==> config.mk <==
export PLATFORM = sky130hd
export DESIGN_NAME = layer_compositor
export DESIGN_NICKNAME = d
export VERILOG_FILES = /design/src/rtl/layer_compositor_pkg.sv /design/src/rtl/layer_compositor_fade_scaler.sv /design/src/rtl/layer_compositor.sv
export SDC_FILE = /design/constraint.sdc
export NUM_CORES = 1
export LEC_CHECK = 0
export ABC_AREA = 0
export CORE_MARGIN = 3
export CORE_UTILIZATION = 40
export DETAILED_ROUTE_END_ITERATION = 8
export GPL_ROUTABILITY_DRIVEN = 0
export PLACE_DENSITY = 0.65
export SLEW_MARGIN = 20
export SYNTH_ARGS = -nofsm -noshare
export SYNTH_HDL_FRONTEND = slang
export SYNTH_SLANG_ARGS = --single-unit
==> constraint.sdc <==
create_clock -name i_clk -period 4.4 [get_ports i_clk]
set_input_delay 0.66 -clock i_clk [delete_from_list [all_inputs] [get_ports i_clk]]
set_output_delay 0.66 -clock i_clk [all_outputs]
set_load 0.02 [all_outputs]
Fig. 1: run 1, clock wiring as the flow saved it
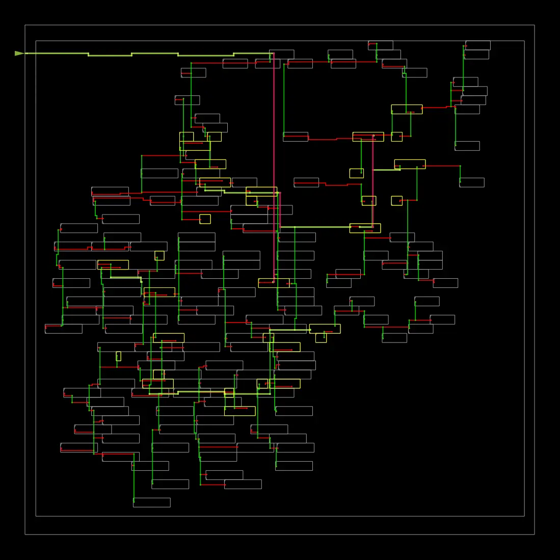
final sequential cell count: 134
clock buffer count: 17

Fig. 2: run 1, routed clock nets over the placement
Scale bar: 50 um.
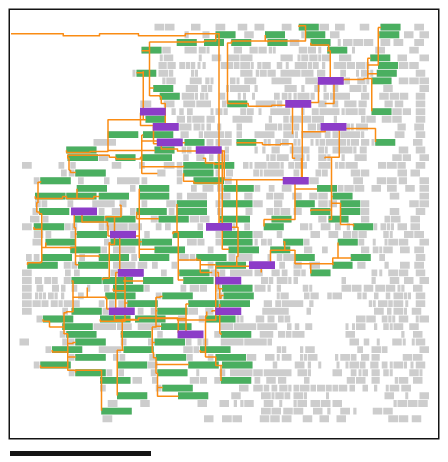
Key: clock wires = orange [length 1,770 um]; cells driving clock nets = purple [count 17]; flip-flops = green [count 134]
There are 18 routed clock nets.
Clk. pwr: 1.35 mW
final setup skew: 14.9 ps
clock insertion delay at the later pin of the skew report: 420 ps

Fig. 3: run 1, sequential cells colored by netlist name
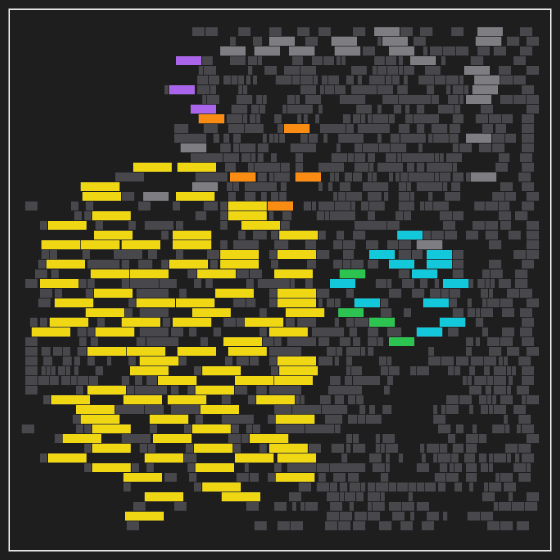
Key: r_s1_rgb = cyan [flops 12, where east]; r_disp_state = purple [flops 3]; r_level = orange [flops 5]; r_mask = yellow [flops 88]; r_s1_idx = green [flops 4]
Seq area share: 0.323
final standard cell utilization of the core: 0.536
area of all sequential standard cells: 3560 um2

Fig. 4: run 1, gate-type map
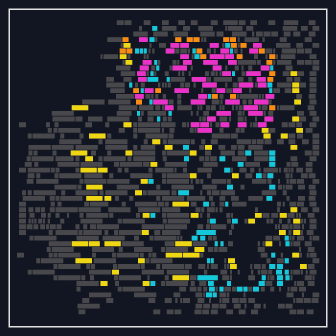
Key: multiplexers = yellow [cells 62, most used mux2i_1]; XOR/XNOR gates = orange [cells 24, most used xnor2_1]; inverting AOI/OAI gates = cyan [cells 77, most used a21oi_1]; adder and majority cells = magenta [cells 51, most used ha_1]
dominant logic cell type in the layout: clkdlybuf4s50_1
logic share of the area: 0.407
Final Instance Count excl. Fillers: 1,246

==> run notes, run 1 <==
Physical implementation

The number of antenna diodes in the final layout is 0. Entering global routing, the biggest net connects 40 pins. The Yosys warning count is 0. The net switching component of the power is 1.73 mW.

Yosys reports a chip area of 8480 um2. The synthesized netlist handed to floorplanning was reported with a cell count of 797. Timing would allow up to 305 MHz. The run finished with clean final reports.

The initial antenna violation count came to 1. Per the CTS log, the root buffer master is clkbuf_16. The last timing report of the flow puts the setup violation total at 0. The power report attributes to the clock group a share of 0.282. After synthesis the netlist holds a flip-flop and latch count of 134. The net count after synthesis is 1,011. The worst vdd rail ir drop is 0.000312 V. The top metal layer carrying routed signals is met5. Looking at the worst setup and hold paths, the clock pins of their registers show a slew of 60 ps. TritonCTS reports the number of clock sinks as 134. Of the total synthesized cell area, the portion taken by AND-OR and OR-AND cells is 0.0924. The switching share of total power is 0.361.

Dividing the detail-routed wire length by the instance count gives 20.7 um. In the detailed route, the total length drawn on met3 is 1.86 mm. Along the critical path, the tally of buffer and inverter instances is 1. The number of setup buffers added after CTS is 0. The power density normalized to cell area is 433 nW/um2. The final timing report derives a shortest allowable period of 3280 ps.

The share of power burned in combinational logic is 0.366. Ranking logic cells in the layout by count gives the top entries clkdlybuf4s50_1, and2_1, edfxtp_1. With fillers left out, the area of the finished cells amounts to 11,000 um2.

Port buffering added 179 buffers. The most popular library cell in the synthesized design by count is and2_1. The report puts the cell count of the worst reg-to-reg path at 8. The slack of the worst reg-to-reg path is 1120 ps.

The fraction of post-synthesis cell area in the top cell type by area is 0.312. Hold timing on the final database bottoms out at a slack of 423 ps. The part of the Yosys area used for sequential elements is 0.420. The most used flip-flop cell after synthesis is edfxtp_1.

Listed in order, past its start point the critical path passes buf_4 -> mux4_2 -> a2bb2oi_2 -> a32oi_4 -> nand4_1 -> o22ai_1 -> nor4_1 -> o2bb2ai_1. The number of flip-flops in the largest register is 88. Per the synthesis report, the XOR/XNOR share of the synthesized area is 0.0248. Per the OpenROAD timing report, the critical path contains 8 cells. After synthesis, the most frequently instantiated cells are and2_1, edfxtp_1, nor2_1. The via count of the first global-routing pass was 6,733.

The number of core rows is 52. The total length of routed wires is 25.8 mm. The min-delay analysis places its worst path in the category reg -> reg. Yosys shows that the main logic family after synthesis is simple AND/OR/NAND/NOR gates.
==> run 1: area by class of cell <==
type,instances,area (um2)
clock inverter,15,134
multi-input combinational,574,4490
timing repair buffer,194,1920
sequential,134,3560
inverter,42,158
fill,1821,9530
tap,270,338
clock buffer,17,425
==> run 1: power by group through the flow <==
| stage | logic [mW] | registers, mW | clock network, mW |
|---|---|---|---|
| 3_3_place_gp | 1.73 | 1.71 | 0 |
| 2_1_floorplan | 1.24 | 1.64 | 0 |
| 4_1_cts | 1.76 | 1.69 | 1.37 |
| 5_1_grt | 1.92 | 1.71 | 1.42 |
| 3_5_place_dp | 1.75 | 1.71 | 0 |
| 6_report | 1.75 | 1.68 | 1.35 |
==> run 2: changes to the inputs <==
PLACE_DENSITY = 0.68   (was 0.65)
clock period = 2.7 ns   (was 4.4 ns; I/O delays follow)
Fig. 5: run 2, sequential cells colored by netlist name
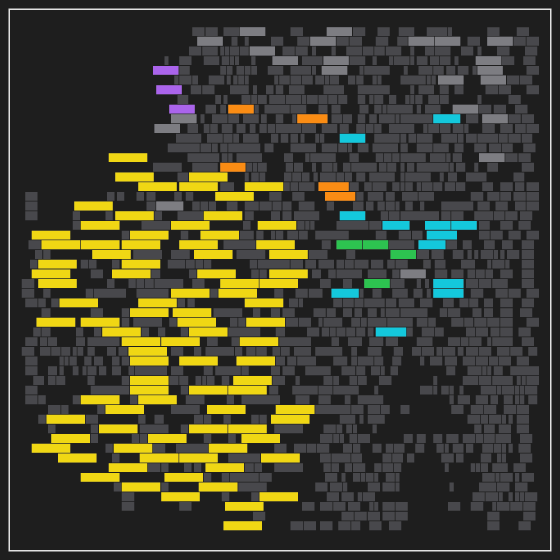
Key: r_disp_state = purple [flops 3]; r_s1_idx = green [flops 4]; r_s1_rgb = cyan [flops 12, where east]; r_mask = yellow [flops 88]; r_level = orange [flops 5]
Another 22 sequential cells are not colored.
Seq area share: 0.288
Flop+latch power: 2.68 mW

==> run notes, run 2 <==
Physical implementation

Outcome: finished with violations (was completed). The final reports fail on setup timing. The synthesized netlist cell count is 797 (unchanged). The path depth of the worst reg2reg path is 12 (was 8). The number of failing setup endpoints in the final timing report is 10 (was 0). The clock distribution power is 2.38 mW (was 1.35 mW).

The Yosys warning count is 0 (unchanged). The largest cell class by area is multi-input combinational cells (unchanged). The worst setup slack after layout is -129 ps (was 1120 ps). The area taken by flip-flops and latches is 3600 um2 (was 3560 um2). The initial antenna violation count is 0 (was 1). The combinational-cell power consumption is 4.06 mW (was 1.75 mW). The number of fill cells is 1,675 (was 1,821).

The met3 layer wire length in the routed design is 2.09 mm (was 1.86 mm). The worst-case headroom to the max-slew limit is 0.689 (was 0.407). The via count of the first global-routing pass is 7,317 (was 6,733). Cell types with the highest counts after synthesis: and2_1, edfxtp_1, nor2_1 (unchanged).

The net switching component of the power was 3.10 mW (was 1.73 mW). The most popular library cell in the synthesized design by count is and2_1 (unchanged). The count of antenna diodes in the layout came to 0 (unchanged). The biggest combinational cell group after synthesis was simple AND/OR/NAND/NOR gates (unchanged). The fraction of post-synthesis cell area in the top cell type by area is 0.312 (unchanged).

The worst vdd rail ir drop is 0.000500 V (was 0.000312 V). The dominant register cell in the synthesized netlist is edfxtp_1 (unchanged). The share of power burned in combinational logic was 0.445 (was 0.366). The top metal layer carrying routed signals is met4 (was met5). The final routed wire length divided by cell count is 19.9 um (was 20.7 um).

The layout buffer count excluding clock buffers was 314 (was 194). The total length of routed wires is 27.2 mm (was 25.8 mm). The synthesized-area fraction occupied by adder cells is 0.0894 (unchanged).

The cell at the root of the clock tree is clkbuf_16 (unchanged). The number of sinks on the clock net is 134 (unchanged). The inverter tally of the final layout excluding the clock network is 42 (unchanged). The multi-input gate count is 575 (was 574). The maximum number of pins on one net before global-route repair is 40 (unchanged). The final critical-path required period is 2830 ps (was 3280 ps).

The switching share of total power is 0.340 (was 0.361). The clock latency on the worst-skew pair is 430 ps (was 420 ps). The worst hold slack was 438 ps (was 423 ps). The period utilization is 1.05 (was 0.746). The largest fanout on the critical path is 7 (was 14). The part of the Yosys area used for sequential elements came to 0.420 (unchanged). The final-layout clock buffer total came to 17 (unchanged). The xor and xnor fraction of the mapped netlist area was 0.0248 (unchanged). The design area is 12,500 um2 (was 11,000 um2).

The area of combinational cells with multiple inputs is 4830 um2 (was 4490 um2). The biggest power consumer among the groups is combinational logic (unchanged). The timing-limited maximum frequency is 354 MHz (was 305 MHz). The number of core rows is 52 (unchanged).

The total of buffers placed on input and output ports came to 179 (unchanged). The clock network fraction of total power is 0.261 (was 0.282). The synthesis-stage register bit count is 134 (unchanged). The highest-count logic cell in the final layout is clkdlybuf4s50_1 (unchanged).
Fig. 6: run 2, gate-type map
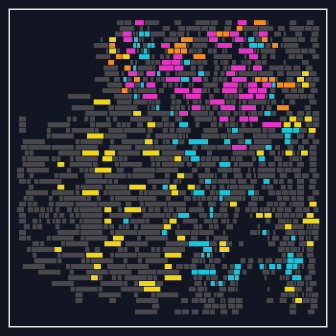
Key: inverting AOI/OAI gates = cyan [cells 77, most used a21oi_1]; multiplexers = yellow [cells 62, most used mux2i_1]; XOR/XNOR gates = orange [cells 24, most used xnor2_1]; adder and majority cells = magenta [cells 51, most used ha_1]
logic share of the area: 0.387
Final Instance Count excl. Fillers: 1,366

==> run 2: what timing repair did <==
action                     CTS  global route
setup endpoints to repair   15            24
gates resized               27            52
hold buffers                 0             0
buffers inserted            11            14
hold endpoints to repair     0             0
gates cloned                 1             0
pin swaps                   23            18
==> run 2: routing by layer <==
layer | vias up | track usage
met1 | 3462 | 0.281
li1 | 3434 | -
met2 | 282 | 0.414
met4 | 0 | 0.0827
met5 | - | 0
met3 | 41 | 0.0494
==> run 2: worst max-delay path, stage by stage, from the launching register on <==
cell,delay [ps]
dfxtp_4,390
nand2_4,50
fa_1,510
fa_1,510
inv_1,50
ha_1,250
and4_1,140
a21o_1,180
a21oi_2,150
o21bai_1,120
a21oi_1,160
xnor2_1,130
nor2_1,50
Power figures rest on the tool's default switching activity, not on a simulated workload.
